File: src/rtl/im_fetch_ctrl.sv
`default_nettype none
// ============================================================================
//  Module   : im_fetch_ctrl
//  Purpose  : Instruction-fetch sequencer for the single-cycle MIPS core.
//             Owns the program counter that addresses the instruction memory,
//             registers the returned word for decode, applies jump/branch
//             redirects and stalls, stops on a halt word and counts issues.
//  Ports    :
//    clk_i          rising-edge clock
//    rst_ni         asynchronous active-low reset
//    start_i        leave IDLE / HALT (level, sampled each edge)
//    stall_i        hold PC and issued instruction this cycle
//    jmp_i          redirect to jmp_target_i (highest priority)
//    jmp_target_i   jump word address
//    br_taken_i     redirect to br_target_i
//    br_target_i    branch word address
//    imrd_i         instruction memory read data (combinational from ima_o)
//    ima_o          instruction memory word address (PC register)
//    instr_o        registered instruction to decode
//    instr_valid_o  instr_o holds a newly issued instruction this cycle
//    halted_o       controller is in HALT
//    issue_cnt_o    instructions issued since reset/restart, saturating
//  Revision : 1.0  initial release
// ============================================================================
module im_fetch_ctrl #(
    parameter int          WL        = 32,
    parameter int          AW        = 6,
    parameter logic [31:0] HALT_WORD = 32'hFFFF_FFFF
) (
    input  logic          clk_i,
    input  logic          rst_ni,
    input  logic          start_i,
    input  logic          stall_i,
    input  logic          jmp_i,
    input  logic [AW-1:0] jmp_target_i,
    input  logic          br_taken_i,
    input  logic [AW-1:0] br_target_i,
    input  logic [WL-1:0] imrd_i,
    output logic [AW-1:0] ima_o,
    output logic [WL-1:0] instr_o,
    output logic          instr_valid_o,
    output logic          halted_o,
    output logic [15:0]   issue_cnt_o
);

    typedef enum logic [1:0] {
        ST_IDLE = 2'd0,
        ST_RUN  = 2'd1,
        ST_HALT = 2'd2
    } state_t;

    state_t        state_q, state_d;
    logic [AW-1:0] pc_q,    pc_d;
    logic [WL-1:0] instr_q, instr_d;
    logic          valid_q, valid_d;
    logic [15:0]   cnt_q,   cnt_d;

    logic          is_halt_word;

    // Compare against the halt encoding resized to the instruction width.
    assign is_halt_word = (imrd_i == HALT_WORD[WL-1:0]);

    // ------------------------------------------------------------------------
    // State and datapath registers
    // ------------------------------------------------------------------------
    always_ff @(posedge clk_i or negedge rst_ni) begin
        if (!rst_ni) begin
            state_q <= ST_IDLE;
            pc_q    <= '0;
            instr_q <= '0;
            valid_q <= 1'b0;
            cnt_q   <= '0;
        end else begin
            state_q <= state_d;
            pc_q    <= pc_d;
            instr_q <= instr_d;
            valid_q <= valid_d;
            cnt_q   <= cnt_d;
        end
    end

    // ------------------------------------------------------------------------
    // Next-state and datapath logic
    // ------------------------------------------------------------------------
    always_comb begin
        state_d = state_q;
        pc_d    = pc_q;
        instr_d = instr_q;
        valid_d = 1'b0;
        cnt_d   = cnt_q;

        unique case (state_q)
            ST_IDLE: begin
                pc_d = '0;
                if (start_i) begin
                    state_d = ST_RUN;
                end
            end

            ST_RUN: begin
                // A stall freezes everything; redirects are deliberately
                // dropped here because the requester keeps them asserted.
                if (!stall_i) begin
                    if (is_halt_word) begin
                        // Halt wins over any redirect; PC stays on the halt word.
                        state_d = ST_HALT;
                        instr_d = imrd_i;
                    end else begin
                        // The current word always issues, even alongside a
                        // redirect: there is no flush of the fetched word.
                        instr_d = imrd_i;
                        valid_d = 1'b1;
                        if (cnt_q != 16'hFFFF) begin
                            cnt_d = cnt_q + 16'd1;
                        end
                        if (jmp_i) begin
                            pc_d = jmp_target_i;
                        end else if (br_taken_i) begin
                            pc_d = br_target_i;
                        end else begin
                            pc_d = pc_q + {{(AW-1){1'b0}}, 1'b1};
                        end
                    end
                end
            end

            ST_HALT: begin
                if (start_i) begin
                    state_d = ST_IDLE;
                    pc_d    = '0;
                    cnt_d   = '0;
                    instr_d = '0;
                end
            end

            default: begin
                state_d = ST_IDLE;
                pc_d    = '0;
            end
        endcase
    end

    assign ima_o         = pc_q;
    assign instr_o       = instr_q;
    assign instr_valid_o = valid_q;
    assign halted_o      = (state_q == ST_HALT);
    assign issue_cnt_o   = cnt_q;

endmodule
`default_nettype wire

File: config.mk
export PLATFORM = sky130hd
export DESIGN_NAME = im_fetch_ctrl
export DESIGN_NICKNAME = d
export VERILOG_FILES = /design/src/rtl/im_fetch_ctrl.sv
export SDC_FILE = /design/constraint.sdc
export NUM_CORES = 1
export LEC_CHECK = 0
export CORE_MARGIN = 2
export CORE_UTILIZATION = 42
export CTS_BUF_LIST = sky130_fd_sc_hd__clkbuf_16
export CTS_CLUSTER_DIAMETER = 80
export DETAILED_ROUTE_END_ITERATION = 12
export HOLD_SLACK_MARGIN = 0.03
export PLACE_DENSITY = 0.77
export SLEW_MARGIN = 20
export SYNTH_ARGS = -nofsm -noshare
export SYNTH_HDL_FRONTEND = slang
export SYNTH_SLANG_ARGS = --single-unit
File: constraint.sdc
create_clock -name clk_i -period 3.1 [get_ports clk_i]
set_input_delay 0.465 -clock clk_i [delete_from_list [all_inputs] [get_ports clk_i]]
set_output_delay 0.465 -clock clk_i [all_outputs]
set_load 0.01 [all_outputs]
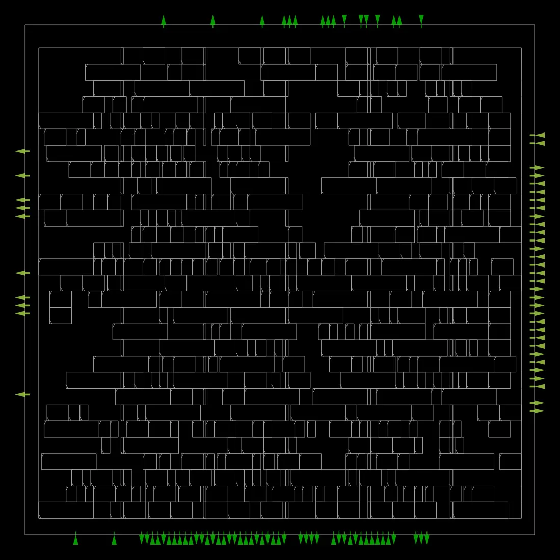
Run 1: placed standard cells
Rows: 29
Core ar.: 6386 um2
fin util: 0.6473
Tapcells: 77
Seq/total area: 0.3450

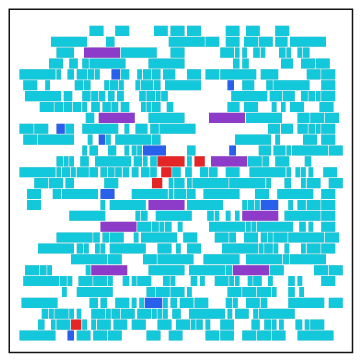
Run 1: sizing map
Drawn at 4 px/um.
[cyan] drive 1 or less | cells: 397
[blue] drive 2 | cells: 10
[red] drive 3 to 4 | cells: 5
[purple] drive 6 and up | cells: 9

==> results.py, run 1 <==
# Synthesis and PnR figures
metrics = {
    "outcome": {
        "status": "completed",
    },
    "global_route": {
        "use_met1": 0.2911,
        "gr-usage-all-layers": 0.2195,
        "grt_pass1_vias": 2652,
        "grt_first_pass_wirelength_um": 12700,
        "overflow": 0,
        "grt.busiest_layer": "met2",
    },
    "finish": {
        "seq_cells": 57,
        "buf_share": 0.2603,
        "lay_top_cells": "clkdlybuf4s50_1 (104), nand2_1 (86), dfrtp_1 (57), o21ai_0 (41), a31oi_1 (20)",
        "comb_share": 0.3060,
        "largest_class": "sequential cells",
        "logic_gates": 235,
        "layout_top_cell_excl_fill_tap": "clkdlybuf4s50_1",
        "clock_area_frac": 0.06084,
        "n_all_inverters": 5,
    },
    "run": {
        "warnings": 26,
    },
    "clock_tree": {
        "clock-sinks": 57,
        "clock_path_buffers": 2,
        "htree_num_levels": 3,
        "cts_tree": "built",
        "post_cts_resized": 0,
    },
    "placed_design": {
        "io_buffer_count": 105,
        "pre_cts_ws_ps": 476.5,
    },
    "detailed_routing": {
        "wire_per_inst_um": 15.33,
        "met2_length_um": 3636,
        "drt-total-wl_um": 7634,
        "dr_wl_met3_um": 474,
        "top_layer_used": "met4",
        "drtIter0Drc": 106,
        "drc": 0,
        "wl_met1_um": 3358,
    },
    "hold_path": {
        "hold_path_class": "in -> async",
    },
    "die": {
        "fp.dieW_um": 85.45,
        "pin_count": 106,
        "fp-utilization": 0.4363,
    },
    "timing": {
        "fin_tns_setup_ps": 0,
        "finalSetupViolCount": 0,
        "skew_ps": 3.967,
        "slew_violations": 0,
        "period_needed_ps": 2278,
    },
    "critical_path": {
        "r2r_end": "issue_cnt_o[13]$_DFFE_PN0P_",
        "critPathTopFamily": "simple AND/OR/NAND/NOR gates",
        "arrival_ps": 2480,
        "path_depth": 6,
        "start_kind": "input pin",
        "crit_type": "in -> reg",
        "reg2reg_slack_ps": 950,
    },
    "logic_synthesis": {
        "ys_sh_aoi": 0.1895,
        "edf_count": 0,
        "most_common_cell": "nand2_1",
        "synthTopCellsByCount": "nand2_1 (86), dfrtp_1 (57), o21ai_0 (41)",
        "top_cells_by_area": "dfrtp_1 (51%), nand2_1 (12%), o21ai_0 (7.4%), a31oi_1 (4.5%), nand4_1 (2.5%)",
        "yosys.area.top_type": "dfrtp_1",
        "simple_gate_area_frac": 0.2245,
        "syn_inst": 316,
        "synth.comb.largest_family": "simple AND/OR/NAND/NOR gates",
        "mux_area_frac": 0.01437,
        "ys_cells": 316,
        "synth-async-reset-ratio": 1.000,
    },
    "pwr": {
        "power_mw": 2.301,
        "combPwrFrac": 0.230,
        "worst_ir_drop_vdd_v": 0.0003946,
        "leakagePower_nw": 1.822,
        "p_clk_frac": 0.362,
    },
}
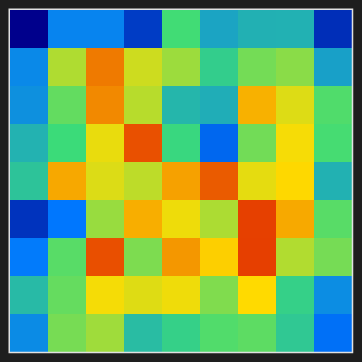
Run 1: placement density heat map
Drawn at 4 px/um. The die is cut into 9 by 9 equal tiles; dark blue is low, red is high, 0 to 100% covered.
tiles over 75% full: 20%
fullest tile: 93%
nearly empty tiles: 1.2%
mean over tiles: 55%

-- run 1: power by group through the flow --
stage          combinational, mW  clock, mW  sequential (mW)
6_report                   0.530      0.833            0.938
5_1_grt                    0.583      0.890            0.954
4_1_cts                    0.536      0.849            0.937
3_5_place_dp               0.530          0            0.946
3_3_place_gp               0.520          0            0.942
2_1_floorplan              0.191          0            0.971
-- run 1: flip-flops by register name, indices dropped and copies added, names as in the netlist --
name	cells
instr_o	32
issue_cnt_o	16
ima_o	6
state_q	2
instr_valid_o	1
-- run 1: stage by stage --
step	cells	hold slack [ps]	cell area, um2
final	498	273.4	4134
after global routing	498	355.9	4134
after CTS	498	322.4	4134
after detailed placement	483	469.9	3882
after global placement	483	461.6	3882
after floorplan	316	169.4	2786
Run 1, I/O nets highlighted:
Drawn at 4 px/um.
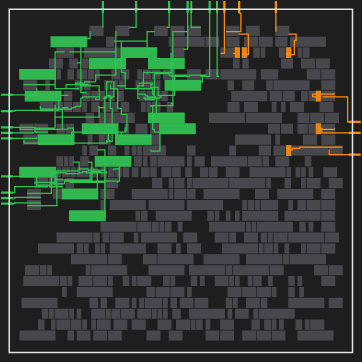

==> inputs of run 2 (changes only) <==
Clock period 3.1 ns to 2.1 ns, I/O delays scaled along.
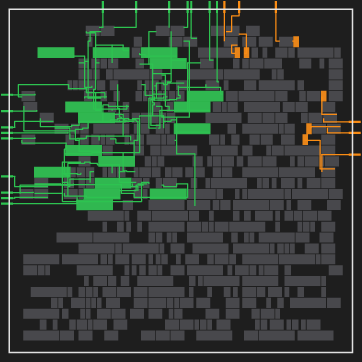
Run 2: I/O nets highlighted
Drawn at 4 px/um.
[green] issue_cnt_o | bits: 16 | direction: output | end cells: 16 | buffers: 18 | wire: 938 um
[orange] jmp_target_i | bits: 6 | direction: input | end cells: 6 | buffers: 6 | wire: 92.4 um

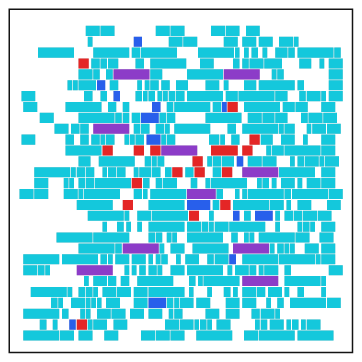
Run 2: sizing map
Drawn at 4 px/um.
[purple] drive 6 and up | cells: 10
[cyan] drive 1 or less | cells: 392
[blue] drive 2 | cells: 14
[red] drive 3 to 4 | cells: 17

==> run 2 against run 1 <==
Combinational power grew 52%; count of clock-buffer cells in the layout is the same; clock power grew 52%; global-route usage grew 0.10 points; total power grew 51%; largest cell class unchanged; highest routed layer unchanged.
==> results.py, run 2 <==
# Synthesis and PnR figures
metrics = {
    "outcome": {
        "status": "completed",
    },
    "pwr": {
        "leakagePower_nw": 1.884,
        "power_mw": 3.467,
        "combPwrFrac": 0.232,
        "p_clk_frac": 0.367,
        "worst_ir_drop_vdd_v": 0.0004701,
        "clock_net_power_mw": 1.27,
        "top_power_group": "sequential cells",
    },
    "logic_synthesis": {
        "netlist_area_um2": 2786,
        "ys_sh_aoi": 0.1895,
        "synth.comb.largest_family": "simple AND/OR/NAND/NOR gates",
        "most_common_cell": "nand2_1",
        "top_cells_by_area": "dfrtp_1 (51%), nand2_1 (12%), o21ai_0 (7.4%), a31oi_1 (4.5%), nand4_1 (2.5%)",
        "synth-async-reset-ratio": 1.000,
        "synthTopCellsByCount": "nand2_1 (86), dfrtp_1 (57), o21ai_0 (41)",
        "mux_area_frac": 0.01437,
        "yosys.area.top_type": "dfrtp_1",
        "edf_count": 0,
        "simple_gate_area_frac": 0.2245,
        "ys_cells": 316,
    },
    "detailed_routing": {
        "drtIter0Drc": 155,
        "wire_per_inst_um": 15.25,
        "drt-total-wl_um": 7778,
        "dr_wl_met3_um": 494,
        "top_layer_used": "met4",
        "drc": 0,
        "met2_length_um": 3684,
    },
    "critical_path": {
        "reg2reg_slack_ps": 140,
        "crit_type": "reg -> reg",
        "start_kind": "flop",
        "arrival_ps": 2210,
        "worstPathCellList": "ha_1 -> nand3_1 -> nor3_2 -> a41oi_2 -> and2_1 -> buf_4 -> a31oi_1",
    },
    "global_route": {
        "grt_pass1_vias": 2689,
        "grt_max_degree": 65,
        "grt.busiest_layer": "met2",
        "use_met1": 0.2967,
        "grt_first_pass_wirelength_um": 12800,
        "overflow": 0,
    },
    "finish": {
        "fin_cells": 510,
        "lay_top_cells": "clkdlybuf4s50_1 (104), nand2_1 (85), dfrtp_1 (57), o21ai_0 (41), a31oi_1 (20)",
        "fin_util": 0.6656,
        "largest_reg_flops": 32,
    },
    "clock_tree": {
        "htree_num_levels": 3,
        "cts_tree": "built",
        "clock_path_buffers": 2,
        "clock-sinks": 57,
        "cts_setup_buffers": 0,
    },
    "die": {
        "placeableCoreArea_um2": 6386,
        "fp.dieW_um": 85.45,
        "pin_count": 106,
        "fp-utilization": 0.4363,
        "rows": 29,
    },
    "placed_design": {
        "placed_cell_area_um2": 3978,
        "dp_hpwl_um": 5301,
        "pre_cts_ws_ps": -52.32,
        "io_buffer_count": 105,
    },
    "timing": {
        "skew_ps": 8.187,
        "whs_ps": 118.7,
        "finalSetupViolCount": 0,
        "period_needed_ps": 1963,
        "fin_tns_setup_ps": 0,
    },
    "run": {
        "warnings": 26,
    },
    "hold_path": {
        "hold_path_class": "in -> async",
    },
}
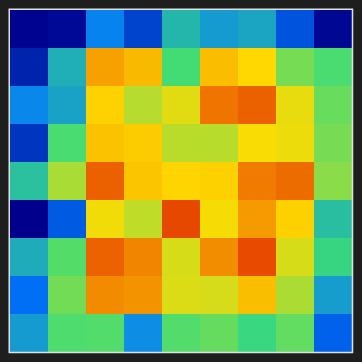
Run 2: placement density heat map
Drawn at 4 px/um. The die is cut into 9 by 9 equal tiles; dark blue is low, red is high, 0 to 100% covered.
nearly empty tiles: 4.9%
fullest tile: 92%
emptiest ninth of the die: top left
tiles over 75% full: 31%

## run 2: cell count changes in the layout (fill, tap and decap cells not counted), sizes merged
cell | before | now
inv | 5 | 6
clkinvlp | 0 | 2
clkinv | 6 | 4
buf | 5 | 16
## run 2: timing repair
action / 4_1_cts / 5_1_grt
resized: 0 / 3
endpoints found under the setup margin: 0 / 9
hold buffers: 0 / 0
## run 2: cell type report
class / count / area [um2]
multi-input combinational: 235 / 1274
clock buffer: 9 / 225.2
timing repair buffer: 120 / 1171
inverter: 5 / 18.77
clock inverter: 7 / 38.79
fill: 513 / 2136
tap: 77 / 96.34
sequential: 57 / 1426
## run 2: worst max-delay path: cells and delay by family (launching register included)
kind	cells	cell delay [ps]
AOI/OAI and AO/OA	2	330
adders and majority gates	1	240
buffers and inverters	1	170
DFF	1	410
and+or+nand+nor	3	730
No activity file was given, so power comes from the tool's default toggle rates.
